## config.mk

```make
export PLATFORM = sky130hd
export DESIGN_NAME = sync_fifo
export DESIGN_NICKNAME = d
export VERILOG_FILES = /design/src/rtl/sync_fifo.sv
export SDC_FILE = /design/constraint.sdc
export NUM_CORES = 1
export LEC_CHECK = 0
export ABC_AREA = 1
export CORE_MARGIN = 2
export CORE_UTILIZATION = 35
export CTS_CLUSTER_DIAMETER = 120
export CTS_CLUSTER_SIZE = 20
export DETAILED_ROUTE_END_ITERATION = 12
export PLACE_DENSITY = 0.67
export SLEW_MARGIN = 20
export SYNTH_ARGS = -nofsm -noshare
export SYNTH_HDL_FRONTEND = slang
export SYNTH_SLANG_ARGS = --single-unit
```

## constraint.sdc

```tcl
create_clock -name clk -period 2.35 [get_ports clk]
set_input_delay 0.47 -clock clk [delete_from_list [all_inputs] [get_ports clk]]
set_output_delay 0.47 -clock clk [all_outputs]
set_load 0.05 [all_outputs]
```

## src/rtl/sync_fifo.sv

```systemverilog
`default_nettype none
// ============================================================================
//  Module      : sync_fifo
//  Description : Single-clock FIFO with arbitrary (non power-of-2) depth,
//                occupancy count, programmable almost-full/almost-empty
//                thresholds, sticky overflow/underflow flags and a
//                synchronous clear.
//                Define SYNC_FIFO_FWFT_EN for first-word fall-through reads;
//                leave it undefined for registered (one-cycle latency) reads.
//  Revision    : 1.0 - initial release
// ============================================================================
module sync_fifo #(
   parameter int unsigned DEPTH        = 4,
   parameter int unsigned WIDTH        = 8,
   parameter int unsigned ALMOST_FULL  = 3,
   parameter int unsigned ALMOST_EMPTY = 1
) (
   input  logic                       clk,
   input  logic                       rst,
   input  logic                       i_clr,
   input  logic                       i_wr_en,
   input  logic [WIDTH-1:0]           i_wr_data,
   input  logic                       i_rd_en,
   output logic [WIDTH-1:0]           o_rd_data,
   output logic                       o_rd_valid,
   output logic [$clog2(DEPTH+1)-1:0] o_count,
   output logic                       o_full,
   output logic                       o_empty,
   output logic                       o_almost_full,
   output logic                       o_almost_empty,
   output logic                       o_overflow,
   output logic                       o_underflow
);

   localparam int unsigned CW = $clog2(DEPTH + 1);
   localparam int unsigned AW = (DEPTH > 1) ? $clog2(DEPTH) : 1;
   localparam logic [AW-1:0] PTR_LAST = AW'(DEPTH - 1);

   logic [WIDTH-1:0] mem_q [DEPTH];

   logic [AW-1:0] wr_ptr_q, wr_ptr_d;
   logic [AW-1:0] rd_ptr_q, rd_ptr_d;
   logic [CW-1:0] count_q, count_d;
   logic          full_q, full_d;
   logic          empty_q, empty_d;
   logic          afull_q, afull_d;
   logic          aempty_q, aempty_d;
   logic          ovf_q, ovf_d;
   logic          udf_q, udf_d;
   logic          wr_acc, rd_acc;

   // Acceptance is judged against the registered flags only.
   assign wr_acc = i_wr_en && !full_q;
   assign rd_acc = i_rd_en && !empty_q;

   // Next-state for pointers, occupancy, flags and sticky errors.
   always_comb begin
      wr_ptr_d = wr_ptr_q;
      rd_ptr_d = rd_ptr_q;
      count_d  = count_q;
      ovf_d    = ovf_q;
      udf_d    = udf_q;
      if (i_clr) begin
         wr_ptr_d = '0;
         rd_ptr_d = '0;
         count_d  = '0;
         ovf_d    = 1'b0;
         udf_d    = 1'b0;
      end else begin
         if (wr_acc) wr_ptr_d = (wr_ptr_q == PTR_LAST) ? '0 : wr_ptr_q + AW'(1);
         if (rd_acc) rd_ptr_d = (rd_ptr_q == PTR_LAST) ? '0 : rd_ptr_q + AW'(1);
         case ({wr_acc, rd_acc})
            2'b10:   count_d = count_q + CW'(1);
            2'b01:   count_d = count_q - CW'(1);
            default: count_d = count_q;
         endcase
         if (i_wr_en && full_q)  ovf_d = 1'b1;
         if (i_rd_en && empty_q) udf_d = 1'b1;
      end
      full_d   = (count_d == CW'(DEPTH));
      empty_d  = (count_d == '0);
      afull_d  = (count_d >= CW'(ALMOST_FULL));
      aempty_d = (count_d <= CW'(ALMOST_EMPTY));
   end

   // Control state register with asynchronous reset.
   always_ff @(posedge clk or posedge rst) begin
      if (rst) begin
         wr_ptr_q <= '0;
         rd_ptr_q <= '0;
         count_q  <= '0;
         full_q   <= 1'b0;
         empty_q  <= 1'b1;
         afull_q  <= 1'b0;
         aempty_q <= 1'b1;
         ovf_q    <= 1'b0;
         udf_q    <= 1'b0;
      end else begin
         wr_ptr_q <= wr_ptr_d;
         rd_ptr_q <= rd_ptr_d;
         count_q  <= count_d;
         full_q   <= full_d;
         empty_q  <= empty_d;
         afull_q  <= afull_d;
         aempty_q <= aempty_d;
         ovf_q    <= ovf_d;
         udf_q    <= udf_d;
      end
   end

   // Storage array; deliberately not reset, and a clear does not write it.
   always_ff @(posedge clk) begin
      if (wr_acc && !i_clr) mem_q[wr_ptr_q] <= i_wr_data;
   end

`ifdef SYNC_FIFO_FWFT_EN
   // Head entry shown directly; masked to zero while empty so reset reads 0.
   assign o_rd_data  = empty_q ? '0 : mem_q[rd_ptr_q];
   assign o_rd_valid = !empty_q;
`else
   logic [WIDTH-1:0] rd_data_q;
   logic             rd_valid_q;

   // Registered read port: data captured on the accepted-read edge.
   always_ff @(posedge clk or posedge rst) begin
      if (rst) begin
         rd_data_q  <= '0;
         rd_valid_q <= 1'b0;
      end else begin
         rd_valid_q <= rd_acc && !i_clr;
         if (rd_acc && !i_clr) rd_data_q <= mem_q[rd_ptr_q];
      end
   end

   assign o_rd_data  = rd_data_q;
   assign o_rd_valid = rd_valid_q;
`endif

   assign o_count        = count_q;
   assign o_full         = full_q;
   assign o_empty        = empty_q;
   assign o_almost_full  = afull_q;
   assign o_almost_empty = aempty_q;
   assign o_overflow     = ovf_q;
   assign o_underflow    = udf_q;

endmodule
`default_nettype wire
```

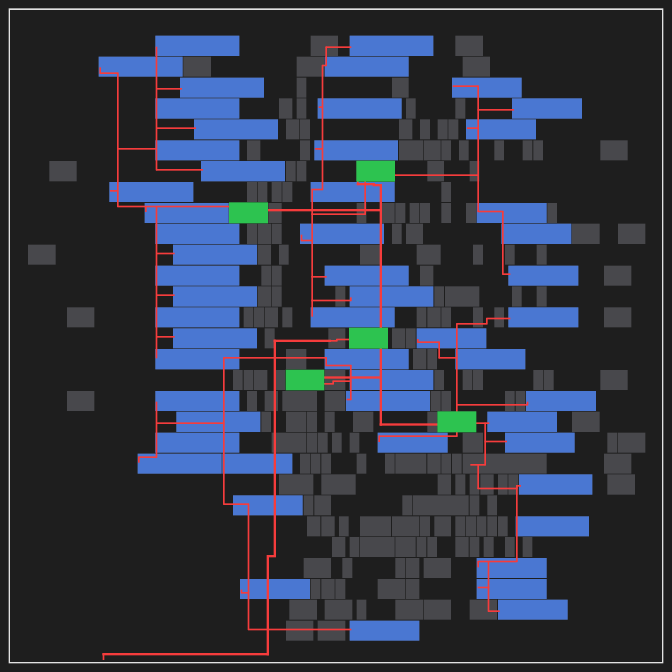
Figure 1: run 1, clock network drawn from the DEF.
flip-flops -> blue  # count 54
clock wires -> red  # length 568 µm
clock-net drivers -> green  # count 5
routed clock nets = 6

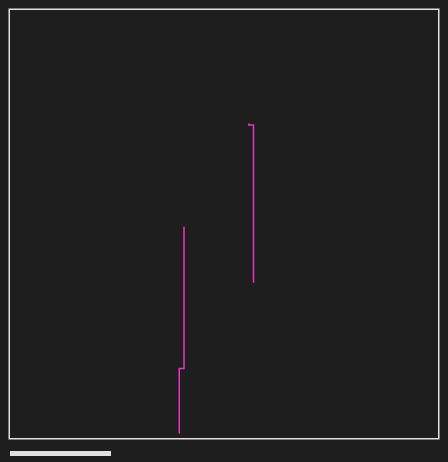
Figure 2: run 1, signal wires on met4.
Bar = 20 µm.
longest straight run = 31.2 µm
main direction = vertical

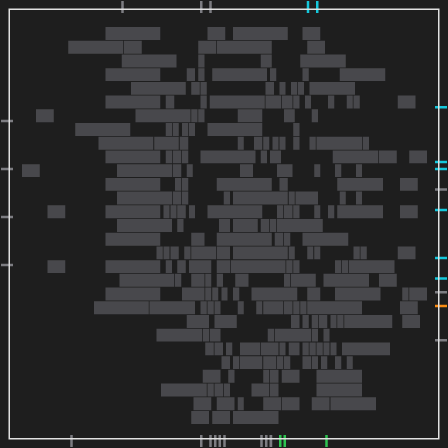
Figure 3: run 1, pin map.
Pins as bars across the die edge, other pins in gray.
o_almost_empty -> orange  # pins 1, direction output, edge east
o_count -> green  # pins 3, direction output, edge south
o_rd_data -> cyan  # pins 8, direction output, edge 6 east, 2 north
all pins by edge = 12 south, 10 east, 5 north, 4 west
port bufs: 30
Die H: 84.91 µm
Die Span X: 84.91 µm

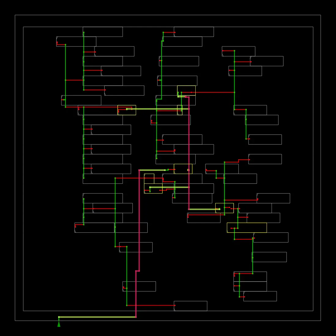
Figure 4: run 1, the clock network.
Clock Latency Late Sink: 0.30 ns
registers: 54
Sink Count: 54

==> results.txt, run 1 <==
yosys + openroad results -> status finished, final reports clean, GP Congestion 0.7968, row cnt 29, met2 usage 0.1933, TritonCTS clock tree yes, RR Endpoint o_almost_full, Core Area 0.006350 mm², Worst path max stage delay 0.82 ns, largest cell class by area flip-flops and latches, FF-to-FF Start o_empty, placed inst area 0.002678 mm², crit path max fanout 4, pwr dens 1098 mW/mm², largest net degree at the start of global routing 18, via count 1464, flop share of the area 0.5431, cell count in the Yosys report 211, clock skew 0.004230 ns, Clock buf/inv share 0.03950, setup ws final 0.1680 ns, Metal-1 WL 1846 µm, Routed Antenna Nets 0, drt pass-1 iters 4, hold violation total from the final report 0, Critical Path End o_empty, CP cell instances clkdlybuf4s50_1, number of antenna violations at the first check in global routing 0, async set-or-reset flop fraction in the synthesized netlist 0.4074, via/cell ratio 4.463, Startpoint Class flop, CP max stage cell clkdlybuf4s50_1
## Run 2: what changed since run 1
PLACE_DENSITY = 0.69   (was 0.67)
SETUP_SLACK_MARGIN = 0.3   (was default)
TNS_END_PERCENT = 10   (was default)
clock period = 1.86 ns   (was 2.35 ns; I/O delays follow)
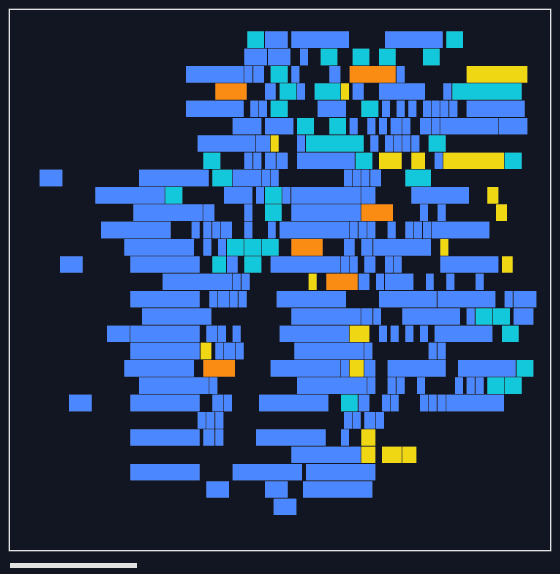
Figure 5: run 2, sizing map.
Bar = 20 µm.
x6 and larger -> orange  # cells 6
x3 and x4 -> cyan  # cells 36
x2 -> yellow  # cells 18
x1 and smaller -> blue  # cells 201

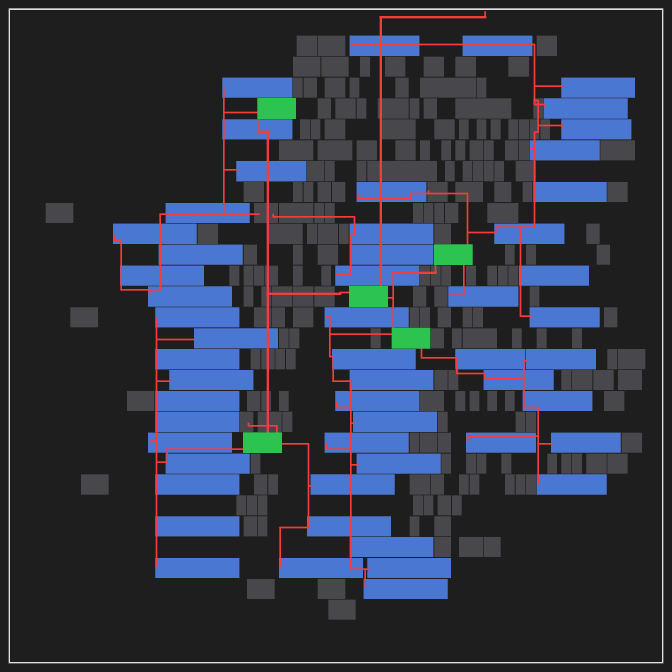
Figure 6: run 2, clock network drawn from the DEF.
clock wires -> red  # length 532 µm
clock-net drivers -> green  # count 5
flip-flops -> blue  # count 54
routed clock nets = 6
clock-net power: 630 µW
Clock Power Share: 0.166
clock skew: 0.009826 ns

==> run 2 against run 1 <==
Clock-buffer cell count shrank 1. Synthesized cell count is the same. Via count increased by 4.8%. Hold slack got worse by 0.089 ns. Non-clock buffer count rose by 10. Clock skew rose by 0.0056 ns. Critical path type is now input port to flop. Largest cell class unchanged.
==> results.txt, run 2 <==
yosys + openroad results -> status finished, final reports clean, RR Endpoint o_almost_empty, Routed Antenna Nets 0, number of antenna violations at the first check in global routing 0, Internal 2.267 mW, GP Congestion 0.8146, setup ws final 0.02166 ns, setup_tns 0 ns, Die Span X 84.91 µm, hold violation total from the final report 0, # nets final 280, largest net degree at the start of global routing 23, Sink Count 54, Startpoint Class input port, largest cell class by area flip-flops and latches, Metal-1 WL 1808 µm, Post-Syn Area 0.002291 mm², via count 1535, CP max stage cell clkdlybuf4s50_1, port bufs 30, Clock buf/inv share 0.03176, Clock Latency Late Sink 0.30 ns, via/cell ratio 4.541, met2 usage 0.1969, tool warning count 32, drt pass-1 iters 4, Critical Path End o_almost_empty, TritonCTS clock tree yes, pwr dens 1337 mW/mm², registers 54, Placed Instances 328, CP cell instances clkdlybuf4s50_1 > nand2_1 > ha_4 > fa_1 > nor2_1 > nor2_1 > nand2_1 > buf_4 > nand2_1 > inv_1, crit path max fanout 4, FF-to-FF Start o_empty, Cell area leaders edfxtp_1, dfrtp_1, nand2_1, nor2_1, ha_1
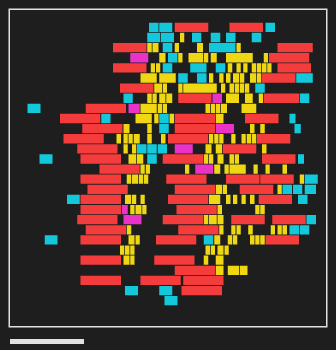
Figure 7: run 2, cells colored by class.
Bar = 20 µm.
registers -> red  # cells 54, share of their area 55%
remaining buffers and delay cells -> cyan  # cells 47, share of their area 14%
clock drivers and dummy loads -> magenta  # cells 8, share of their area 3.3%
remaining logic cells -> yellow  # cells 152, share of their area 27%
Core Area: 0.006350 mm²
row cnt: 29
flop share of the area: 0.5355
final instance area: 0.002836 mm²

## Run 3: what changed since run 2
MAX_ROUTING_LAYER = met4   (was default)
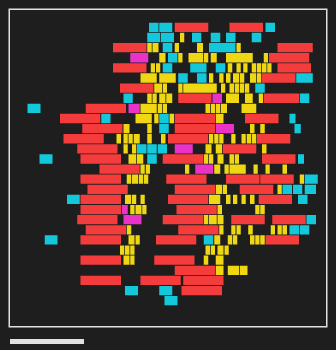
Figure 8: run 3, cells colored by class.
Bar = 20 µm.
registers -> red  # cells 54, share of their area 55%
remaining logic cells -> yellow  # cells 152, share of their area 27%
clock drivers and dummy loads -> magenta  # cells 8, share of their area 3.3%
remaining buffers and delay cells -> cyan  # cells 47, share of their area 14%
share of the core filled with cells: 0.4467

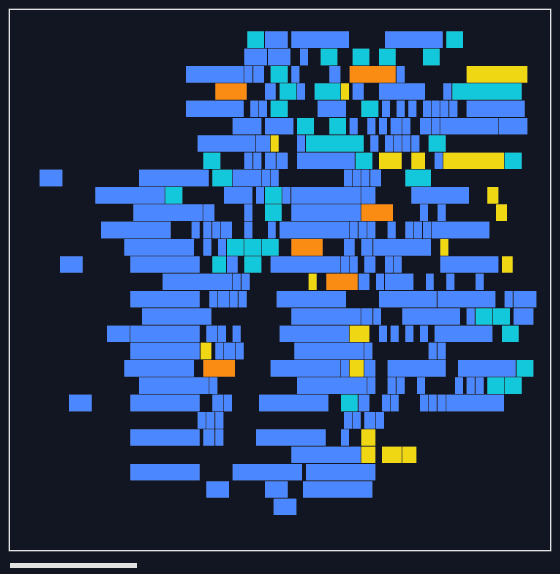
Figure 9: run 3, sizing map.
Bar = 20 µm.
x2 -> yellow  # cells 18
x3 and x4 -> cyan  # cells 36
x1 and smaller -> blue  # cells 201
x6 and larger -> orange  # cells 6

==> run 3 against run 2 <==
Synthesized area unchanged. Fmax is essentially flat. Total power is essentially flat. Combinational power hardly changed. Utilization unchanged. Final area did not move. Clock skew down 0.00080 ns. Hold slack barely moved. Critical path type unchanged. Critical endpoint unchanged. Largest cell class unchanged.
==> results.txt, run 3 <==
yosys + openroad results -> Critical Path End o_almost_empty, TritonCTS clock tree yes, final instance area 0.002836 mm², pwr dens 1336 mW/mm², clock-net power 630 µW, Placed Instances 328, async set-or-reset flop fraction in the synthesized netlist 0.4074, crit path max fanout 4, Clock Latency Late Sink 0.30 ns, Post-Syn Area 0.002291 mm², largest net degree at the start of global routing 23, Clock buf/inv share 0.03176, Cell area leaders edfxtp_1, dfrtp_1, nand2_1, nor2_1, ha_1, status finished, final reports clean, via count 1539, cell count in the Yosys report 211, Core Area 0.006350 mm², Clock Power Share 0.166, FF-to-FF Start o_empty, row cnt 29, RR Endpoint o_almost_empty, Sink Count 54, Internal 2.266 mW, clock skew 0.009026 ns, drt pass-1 iters 4
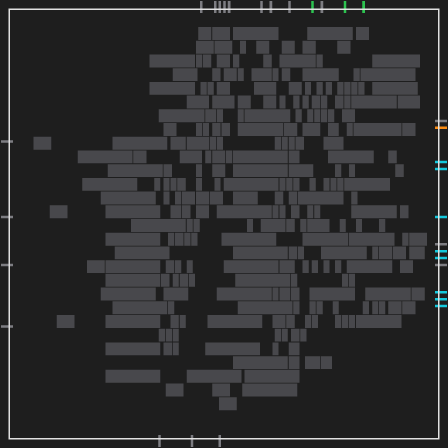
Figure 10: run 3, pin map.
Pins as bars across the die edge, other pins in gray.
o_count -> green  # pins 3, direction output, edge north
o_almost_empty -> orange  # pins 1, direction output, edge east
o_rd_data -> cyan  # pins 8, direction output, edge east
all pins by edge = 12 north, 12 east, 4 west, 3 south

Power is estimated from default activity; no workload was simulated.
